[config.mk]
export PLATFORM = sky130hd
export DESIGN_NAME = aib_link_ctrl
export DESIGN_NICKNAME = d
export VERILOG_FILES = /design/src/rtl/aib_link_pkg.sv /design/src/rtl/aib_sync2.sv /design/src/rtl/aib_link_ctrl.sv
export SDC_FILE = /design/constraint.sdc
export NUM_CORES = 1
export LEC_CHECK = 0
export CAP_MARGIN = 5
export CORE_MARGIN = 3
export CORE_UTILIZATION = 30
export CTS_BUF_LIST = sky130_fd_sc_hd__clkbuf_8
export DETAILED_ROUTE_END_ITERATION = 6
export SETUP_SLACK_MARGIN = 0.02
export SYNTH_ARGS = -nofsm -noshare
export SYNTH_HDL_FRONTEND = slang
export SYNTH_HIERARCHICAL = 1
export SYNTH_SLANG_ARGS = --single-unit
[constraint.sdc]
create_clock -name i_clk -period 7.3 [get_ports i_clk]
set_input_delay 1.825 -clock i_clk [delete_from_list [all_inputs] [get_ports i_clk]]
set_output_delay 1.825 -clock i_clk [all_outputs]
set_load 0.01 [all_outputs]
[src/rtl/aib_link_pkg.sv]
// aib_link_pkg: state encoding, default parameters and channel-range helper for the AIB link sequencer.
package aib_link_pkg;

    typedef enum logic [2:0] {
        IDLE      = 3'd0,
        RST_HOLD  = 3'd1,
        ADPT_WAIT = 3'd2,
        MAC_WAIT  = 3'd3,
        LINK_UP   = 3'd4,
        ERROR     = 3'd5
    } link_state_e;

    localparam int DefNumChannels   = 6;
    localparam int DefRstCycles     = 64;
    localparam int DefTimeoutCycles = 65536;
    localparam int DefMaxRetries    = 3;
    // MAC status is only trusted once our own o_ns_mac_rdy can have crossed the far-side synchronizer
    localparam int MacSettleCycles  = 3;

    function automatic logic chan_in_range(input int idx, input logic [2:0] first, input logic [2:0] last);
        return (idx >= int'(first)) && (idx <= int'(last));
    endfunction

endpackage

[src/rtl/aib_sync2.sv]
// aib_sync2: two-flop synchronizer for one asynchronous far-side status bit.
module aib_sync2 (
    input  logic clk,
    input  logic rst_n,
    input  logic d,
    output logic q
);
    logic meta;

    always_ff @(posedge clk or negedge rst_n) begin
        if (!rst_n) begin
            meta <= 1'b0;
            q    <= 1'b0;
        end else begin
            meta <= d;
            q    <= meta;
        end
    end

endmodule

[src/rtl/aib_link_ctrl.sv]
// aib_link_ctrl: AIB link bring-up sequencer with timeout/link-loss retry and bounded error latch.
module aib_link_ctrl
    import aib_link_pkg::*;
#(
    parameter int NumChannels   = DefNumChannels,
    parameter int RstCycles     = DefRstCycles,
    parameter int TimeoutCycles = DefTimeoutCycles,
    parameter int MaxRetries    = DefMaxRetries
) (
    input  logic                              i_clk,
    input  logic                              i_rst_n,
    input  logic                              i_start,
    input  logic [2:0]                        c_first_chn_id,
    input  logic [2:0]                        c_last_chn_id,
    input  logic [NumChannels-1:0]            i_fs_adapter_rstn,
    input  logic [NumChannels-1:0]            i_fs_mac_rdy,
    input  logic [NumChannels-1:0]            i_rx_aligned,
    output logic [NumChannels-1:0]            o_ns_adapter_rstn,
    output logic [NumChannels-1:0]            o_ns_mac_rdy,
    output logic                              o_link_up,
    output logic                              o_error,
    output logic [2:0]                        o_state,
    output logic [$clog2(MaxRetries+1)-1:0]   o_retry_cnt
);
    localparam int HW = (RstCycles > 1) ? $clog2(RstCycles) : 1;
    localparam int TW = (TimeoutCycles > 1) ? $clog2(TimeoutCycles) : 1;
    localparam int RW = $clog2(MaxRetries + 1);

    link_state_e            state, next_state;
    logic [NumChannels-1:0] fs_adpt, fs_mac, rx_al, mask, cfg_mask;
    logic [HW-1:0]          hold_cnt;
    logic [TW-1:0]          timer;
    logic [RW-1:0]          retry_cnt;
    logic                   adpt_ok, mac_ok, range_bad, hold_done, timed_out, settled, retry;

    for (genvar g = 0; g < NumChannels; g++) begin : g_sync
        aib_sync2 u_adpt (.clk(i_clk), .rst_n(i_rst_n), .d(i_fs_adapter_rstn[g]), .q(fs_adpt[g]));
        aib_sync2 u_mac  (.clk(i_clk), .rst_n(i_rst_n), .d(i_fs_mac_rdy[g]),      .q(fs_mac[g]));
        aib_sync2 u_rx   (.clk(i_clk), .rst_n(i_rst_n), .d(i_rx_aligned[g]),      .q(rx_al[g]));
    end

    always_comb begin
        cfg_mask = '0;
        for (int i = 0; i < NumChannels; i++)
            cfg_mask[i] = chan_in_range(i, c_first_chn_id, c_last_chn_id);
    end

    // Unmasked channels count as ready so they never gate a decision
    assign adpt_ok   = &(fs_adpt | ~mask);
    assign mac_ok    = &((fs_mac & rx_al) | ~mask);
    assign range_bad = (c_first_chn_id > c_last_chn_id) || (32'(c_last_chn_id) >= NumChannels);
    assign hold_done = 32'(hold_cnt) == RstCycles - 1;
    assign timed_out = 32'(timer) == TimeoutCycles - 1;
    assign settled   = 32'(timer) >= MacSettleCycles;

    always_comb begin
        next_state = state;
        retry      = 1'b0;
        case (state)
            IDLE:      next_state = !i_start ? IDLE : range_bad ? ERROR : RST_HOLD;
            RST_HOLD:  next_state = hold_done ? ADPT_WAIT : RST_HOLD;
            ADPT_WAIT: begin
                next_state = adpt_ok ? MAC_WAIT : ADPT_WAIT;
                retry      = !adpt_ok && timed_out;
            end
            MAC_WAIT:  begin
                next_state = (mac_ok && settled) ? LINK_UP : MAC_WAIT;
                retry      = !(mac_ok && settled) && timed_out;
            end
            LINK_UP:   retry = !mac_ok;
            ERROR:     next_state = i_start ? ERROR : IDLE;
            default:   next_state = IDLE;
        endcase
        if (retry)
            next_state = (32'(retry_cnt) == MaxRetries) ? ERROR : RST_HOLD;
        if (!i_start && state != ERROR)
            next_state = IDLE;
    end

    always_ff @(posedge i_clk or negedge i_rst_n) begin
        if (!i_rst_n) begin
            state             <= IDLE;
            mask              <= '0;
            hold_cnt          <= '0;
            timer             <= '0;
            retry_cnt         <= '0;
            o_ns_adapter_rstn <= '0;
            o_ns_mac_rdy      <= '0;
            o_link_up         <= 1'b0;
            o_error           <= 1'b0;
        end else begin
            state     <= next_state;
            hold_cnt  <= (state == RST_HOLD && next_state == RST_HOLD) ? hold_cnt + 1'b1 : '0;
            timer     <= (state inside {ADPT_WAIT, MAC_WAIT} && next_state == state) ? timer + 1'b1 : '0;
            retry_cnt <= (next_state == IDLE) ? '0 : (retry && next_state == RST_HOLD) ? retry_cnt + 1'b1 : retry_cnt;
            if (state == IDLE && next_state == RST_HOLD)
                mask <= cfg_mask;
            o_ns_adapter_rstn <= (state inside {ADPT_WAIT, MAC_WAIT, LINK_UP}) ? mask : '0;
            o_ns_mac_rdy      <= (state inside {MAC_WAIT, LINK_UP}) ? mask : '0;
            o_link_up         <= state == LINK_UP;
            o_error           <= state == ERROR;
        end
    end

    assign o_state     = state;
    assign o_retry_cnt = retry_cnt;

endmodule
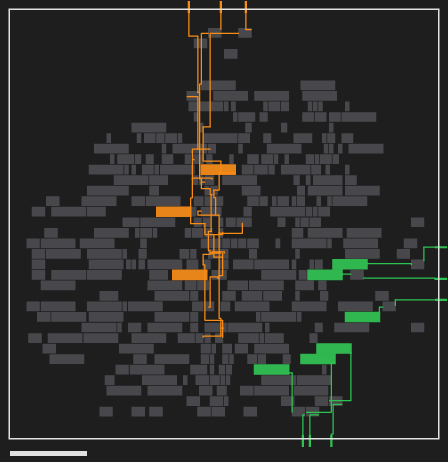
Figure 1: run 1, port wiring.
The bar under the picture is 20 um long.
port	color	bits	direction	end cells	buffers	wire
o_state	orange	3	output	3	3	341 um
o_ns_mac_rdy	green	6	output	6	6	129 um

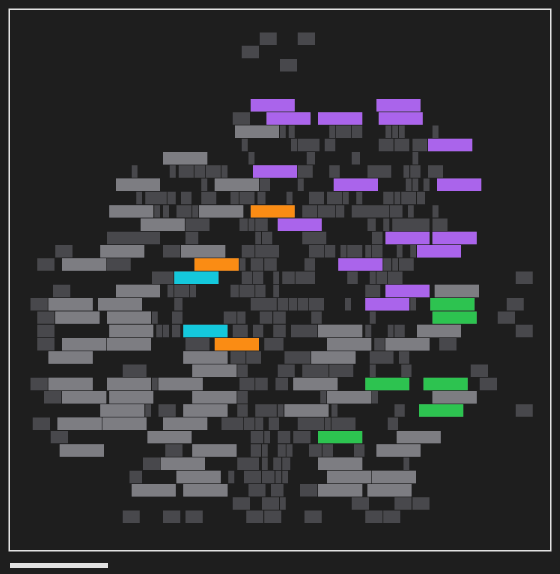
Figure 2: run 1, sequential cells colored by netlist name.
The bar under the picture is 20 um long.
name in the netlist	color	placed flops
o_retry_cnt	cyan	2
o_ns_adapter_rstn	green	6
timer	purple	16
o_state	orange	3
Core Util, Final: 38.94%
register area: 0.002077 sq mm
Seq area share: 50.98%

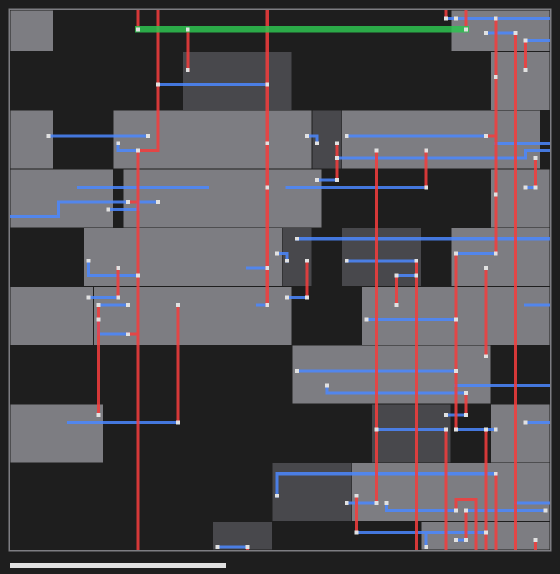
Figure 3: run 1, a small window of the routed layout.
The bar under the picture is 10 um long. Region (15, 15) to (40, 40) um. Cells in gray, sequential cells in the stronger gray; small squares are vias.
layer	color
met1	blue
met2	red
met3	green
cells with their middle in the window	15
netlist names of flops here include	g_sync.u_adpt/meta (3), g_sync.u_mac/q (2), g_sync.u_rx/meta (2)
most frequent	dfrtp_1 (9), clkdlybuf4s50_1 (3), nand2_1 (2)
sequential cells in the window	9

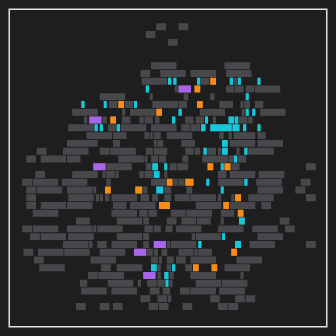
Figure 4: run 1, gate families picked out.
family	color	cells
adder and majority cells	purple	6
NOR gates	cyan	47
AND and OR gates	orange	19

==> impl_metrics.py, run 1 <==
# Generated from Yosys and OpenROAD reports
metrics = {
    "cells_and_area": {
        "area_delta_synth_final_pct": 24.09,
        "most-common-layout-cells": "dfrtp_1 (83), clkdlybuf4s50_1 (44), nor2_1 (34), nand2_1 (19), inv_1 (16)",
        "antennaDiodeCount": 0,
        "fillers": 1037,
    },
    "global_routing": {
        "grt_use_met3_pct": 3.342,
        "grt_overflow_total": 0,
        "met1_usage_pct": 13.61,
        "grt_max_degree": 84,
        "grt_usage_pct": 10.78,
        "grt_pass1_vias": 2175,
        "antenna_found_initial": 0,
        "grt_busiest_layer": "met2",
        "grt_pass1_wl_um": 10650,
    },
    "critical_path": {
        "path_cells": "clkdlybuf4s50_1, inv_1, ha_1, nor2b_1, o21a_1, o21ai_0, a21o_1, o21ai_2, or4_4, mux2_4",
        "cp-startpoint": "c_last_chn_id[1]",
        "crit_end": "mask[1]$_DFFE_PN0P_",
        "crit_required_ns": 7.52,
        "crit_type": "in -> reg",
        "end_kind": "flip-flop",
        "crit_path_start_kind": "input pin",
    },
    "synth": {
        "top_cells_by_area": "dfrtp_1 (63%), nor2_1 (3.9%), xor2_1 (2.9%)",
        "synth.distinct_cells": 50,
        "top_area_cell": "dfrtp_1",
        "ys_warn_count": 6,
        "ff_type": "dfrtp_1",
        "netlist_instances": 272,
        "synth_top_cell_by_count": "dfrtp_1",
        "avgSynthCellArea_sq_um": 12.07,
        "edf_count": 0,
        "yosys-top-cells-count": "dfrtp_1 (83), nor2_1 (34), nand2_1 (19)",
        "ys_cells": 272,
        "ys_area_sq_mm": 0.003283,
    },
    "clock_tree": {
        "clk_path_buf_depth": 2,
        "cts_max_level": 3,
        "cts_buffers": 9,
        "cts_tree": "done",
        "clk_pin_slew_worst_paths_ns": 0.08,
    },
    "floorplan": {
        "num_io_pins": 46,
        "num_rows": 37,
        "initCoreUtil_pct": 31.38,
        "die-width_um": 110.6,
        "die_h_um": 110.6,
    },
    "final_timing": {
        "fin_skew_ns": 0.007352,
        "setup_viol": 0,
        "layout_setup_ws_ns": 3.349,
        "post-route-min-period_ns": 3.951,
        "max_clock_freq_ghz": 0.2531,
        "fin_hold_ws_ns": 0.3455,
        "setup-tns-final_ns": 0,
        "fin_crit_sh_pct": 54.12,
    },
    "detailed_routing": {
        "dr.pass1.iters": 4,
        "top_layer_used": "met4",
        "dr_wl_met2_um": 2867,
        "drc": 0,
        "m1WireLength_um": 2720,
        "wl_per_cell_um": 13.08,
        "final_antenna_net_count": 0,
        "viasPerCell": 4.537,
    },
    "power": {
        "swShare_pct": 25.18,
        "pwr-share-seq_pct": 53.5,
        "combPwrFrac_pct": 14.3,
        "switchingPower_w": 0.0002450,
        "ir_worst_vdd_uv": 96.13,
    },
    "min_path": {
        "hp-class": "reg -> reg",
        "hp-start": "g_sync[5].u_rx/meta$_DFF_PN0_",
    },
    "place": {
        "dpl_cell_area_sq_mm": 0.003881,
        "gp_congestion": 0.7951,
        "dp_worst_setup_slack_ns": 2.979,
    },
    "outcome": {
        "status": "finished clean",
    },
}
[run 1: worst max-delay path, delay by kind of cell]
family / cells / cell delay, ns
buf+inv: 2 / 0.60
mux: 1 / 0.32
compound gates: 4 / 0.51
fa+ha+maj: 1 / 0.29
simple gates: 2 / 0.62
[run 1: power by group through the flow]
stage | logic (W) | registers (W) | clock network [W]
global placement | 0.000138 | 0.000530 | 0
detailed placement | 0.000140 | 0.000530 | 0
CTS | 0.000141 | 0.000521 | 0.000326
finish | 0.000139 | 0.000520 | 0.000313
global route | 0.000156 | 0.000526 | 0.000347
floorplan | 0.0000774 | 0.000524 | 0
[run 1: logic make-up (layout without fill, tap and decap cells)]
kind of cell               after synthesis  after routing  share of synthesized area, %
AOI/OAI and AO/OA                       34             34                         7.660
xor gates and xnor gates                18             18                         4.802
adders and majority gates                6              6                         2.287
buffers and inverters                   20             76                         2.553
DFF                                     83             83                         63.26
muxes                                    6              6                         2.439
and+or+nand+nor                        105            105                         17.00
[run 1: sequential cells by signal (all words and copies together), names as in the netlist]
register and cells:
g_sync.u_adpt/meta 6, o_ns_adapter_rstn 6, timer 16, g_sync.u_rx/q 6
g_sync.u_adpt/q 6, o_error 1, hold_cnt 6, o_link_up 1
g_sync.u_mac/q 6, o_retry_cnt 2, g_sync.u_mac/meta 6, o_state 3
o_ns_mac_rdy 6, mask 6, g_sync.u_rx/meta 6
[run 1: final cells by class]
class / instances / area share (%)
Tap cell: 136 / 4.177
Inverter: 15 / 1.382
Multi-Input combinational cell: 169 / 27.55
Clock buffer: 10 / 3.378
Sequential cell: 83 / 50.98
Timing Repair Buffer: 46 / 11.18
Clock inverter: 5 / 1.351
## Run 2: what changed since run 1
Clock period 7.3 ns to 3.7 ns, I/O delays scaled along.
==> impl_metrics.py, run 2 <==
# Generated from Yosys and OpenROAD reports
metrics = {
    "place": {
        "dp_worst_setup_slack_ns": 0.2638,
    },
    "cells_and_area": {
        "largest_reg_flops": 16,
        "most-common-layout-cells": "dfrtp_1 (83), clkdlybuf4s50_1 (44), nor2_1 (34), nand2_1 (19), inv_1 (15)",
        "area_delta_synth_final_pct": 24.73,
    },
    "global_routing": {
        "met1_usage_pct": 13.77,
        "grt_usage_pct": 10.61,
        "grt_overflow_total": 0,
        "antenna_found_initial": 0,
    },
    "synth": {
        "synth_top_cell_by_count": "dfrtp_1",
        "yosys-top-cells-count": "dfrtp_1 (83), nor2_1 (34), nand2_1 (19)",
        "ys_warn_count": 6,
        "ff_type": "dfrtp_1",
        "yosys.area_share.adder_pct": 2.287,
        "synth.distinct_cells": 50,
        "avgSynthCellArea_sq_um": 12.07,
        "yosys.area_share.aoi_pct": 7.660,
        "top_cells_by_area": "dfrtp_1 (63%), nor2_1 (3.9%), xor2_1 (2.9%)",
    },
    "floorplan": {
        "die-width_um": 110.6,
    },
    "clock_tree": {
        "cts_max_level": 3,
        "cts_buffers": 9,
        "clk_pin_slew_worst_paths_ns": 0.09,
    },
    "outcome": {
        "status": "finished clean",
    },
    "power": {
        "pwr-share-seq_pct": 51.8,
        "pg_comb_w": 0.000272,
        "p_clk_w": 0.000683,
        "pg_seq_w": 0.00103,
        "switchingPower_w": 0.0005393,
    },
    "critical_path": {
        "end_kind": "flip-flop",
        "crit_path_start_kind": "input pin",
        "critical_path_buf_inv_count": 2,
    },
    "final_timing": {
        "fin_crit_sh_pct": 82.84,
        "setup_viol": 0,
    },
    "detailed_routing": {
        "dr.pass1.iters": 4,
        "viasPerCell": 4.518,
        "dr_wl_met2_um": 2940,
    },
    "min_path": {
        "hp-start": "g_sync[2].u_rx/meta$_DFF_PN0_",
    },
}
-- run 2: worst reg2reg max path, delay by kind of cell (launching register included) --
kind / cells / cell delay, ns
AND-OR/OR-AND: 3 / 0.45
flip-flops: 1 / 0.39
multiplexers: 1 / 0.32
AND/OR/NAND/NOR: 3 / 1.03
adder cells (fa/ha/maj): 1 / 0.27
-- run 2: how the worst max path moves through the flow --
stage | from | end | depth (start not counted)
6_report | c_last_chn_id[1] | mask[3]$_DFFE_PN0P_ | 10
5_1_grt | c_last_chn_id[1] | mask[1]$_DFFE_PN0P_ | 10
4_1_cts | c_last_chn_id[1] | mask[3]$_DFFE_PN0P_ | 10
3_5_place_dp | c_last_chn_id[1] | mask[3]$_DFFE_PN0P_ | 10
3_3_place_gp | c_last_chn_id[1] | mask[2]$_DFFE_PN0P_ | 10
2_1_floorplan | c_last_chn_id[1] | mask[0]$_DFFE_PN0P_ | 10
-- run 2: kinds of logic after synthesis --
| kind of cell | count (synthesis) |
|---|---|
| simple gates | 105 |
| xor+xnor | 18 |
| buf+inv | 20 |
| fa+ha+maj | 6 |
| mux | 6 |
| flops | 83 |
| compound gates | 34 |
-- run 2: stage by stage --
stage | utilization (%) | area (sq um) | power, W
CTS | 39.14 | 4095 | 0.002010
detailed placement | 37.10 | 3881 | 0.001322
finish | 39.14 | 4095 | 0.001982
global placement | 37.10 | 3881 | 0.001318
global route | 39.14 | 4095 | 0.002091
floorplan | - | 3283 | 0.001186
-- run 2: layout make-up --
type | instances | area, sq um
clock buffer | 9 | 123.9
clock inverter | 7 | 90.09
fill | 1028 | 6367
inverter | 15 | 56.30
multi-input combinational | 169 | 1122
sequential | 83 | 2077
tap | 136 | 170.2
timing repair buffer | 46 | 455.4
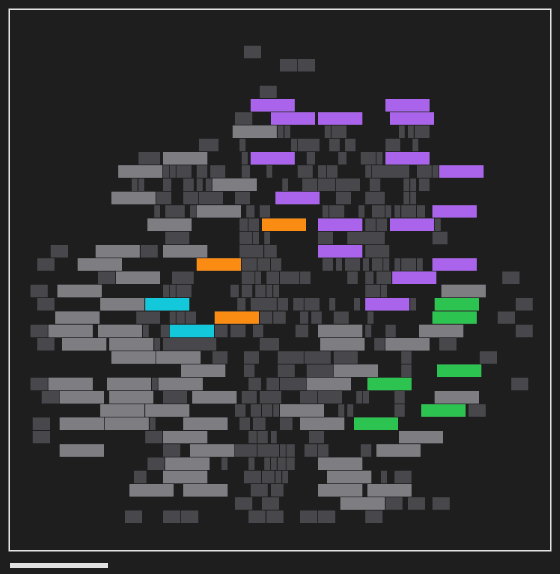
Figure 5: run 2, sequential cells colored by netlist name.
The bar under the picture is 20 um long.
name in the netlist	color	placed flops
o_state	orange	3
o_retry_cnt	cyan	2
o_ns_adapter_rstn	green	6
timer	purple	16
not colored	56

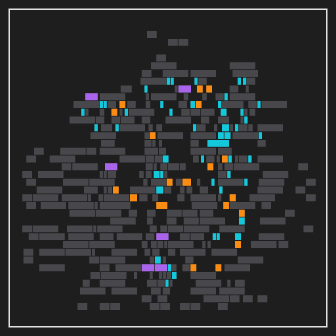
Figure 6: run 2, gate families picked out.
family	color	cells
AND and OR gates	orange	19
adder and majority cells	purple	6
NOR gates	cyan	47

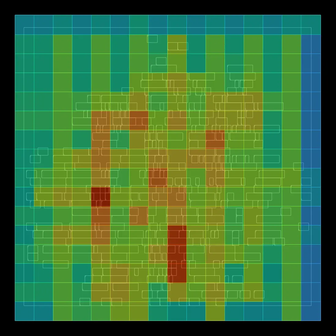
Figure 7: run 2, routing congestion.
wire per inst: 13.22 um
Core Util, Final: 39.14%
gr busiest metal: met2
met3 GRT Util: 2.740%
routing usage on met2: 16.46%

Power is estimated from default activity; no workload was simulated.
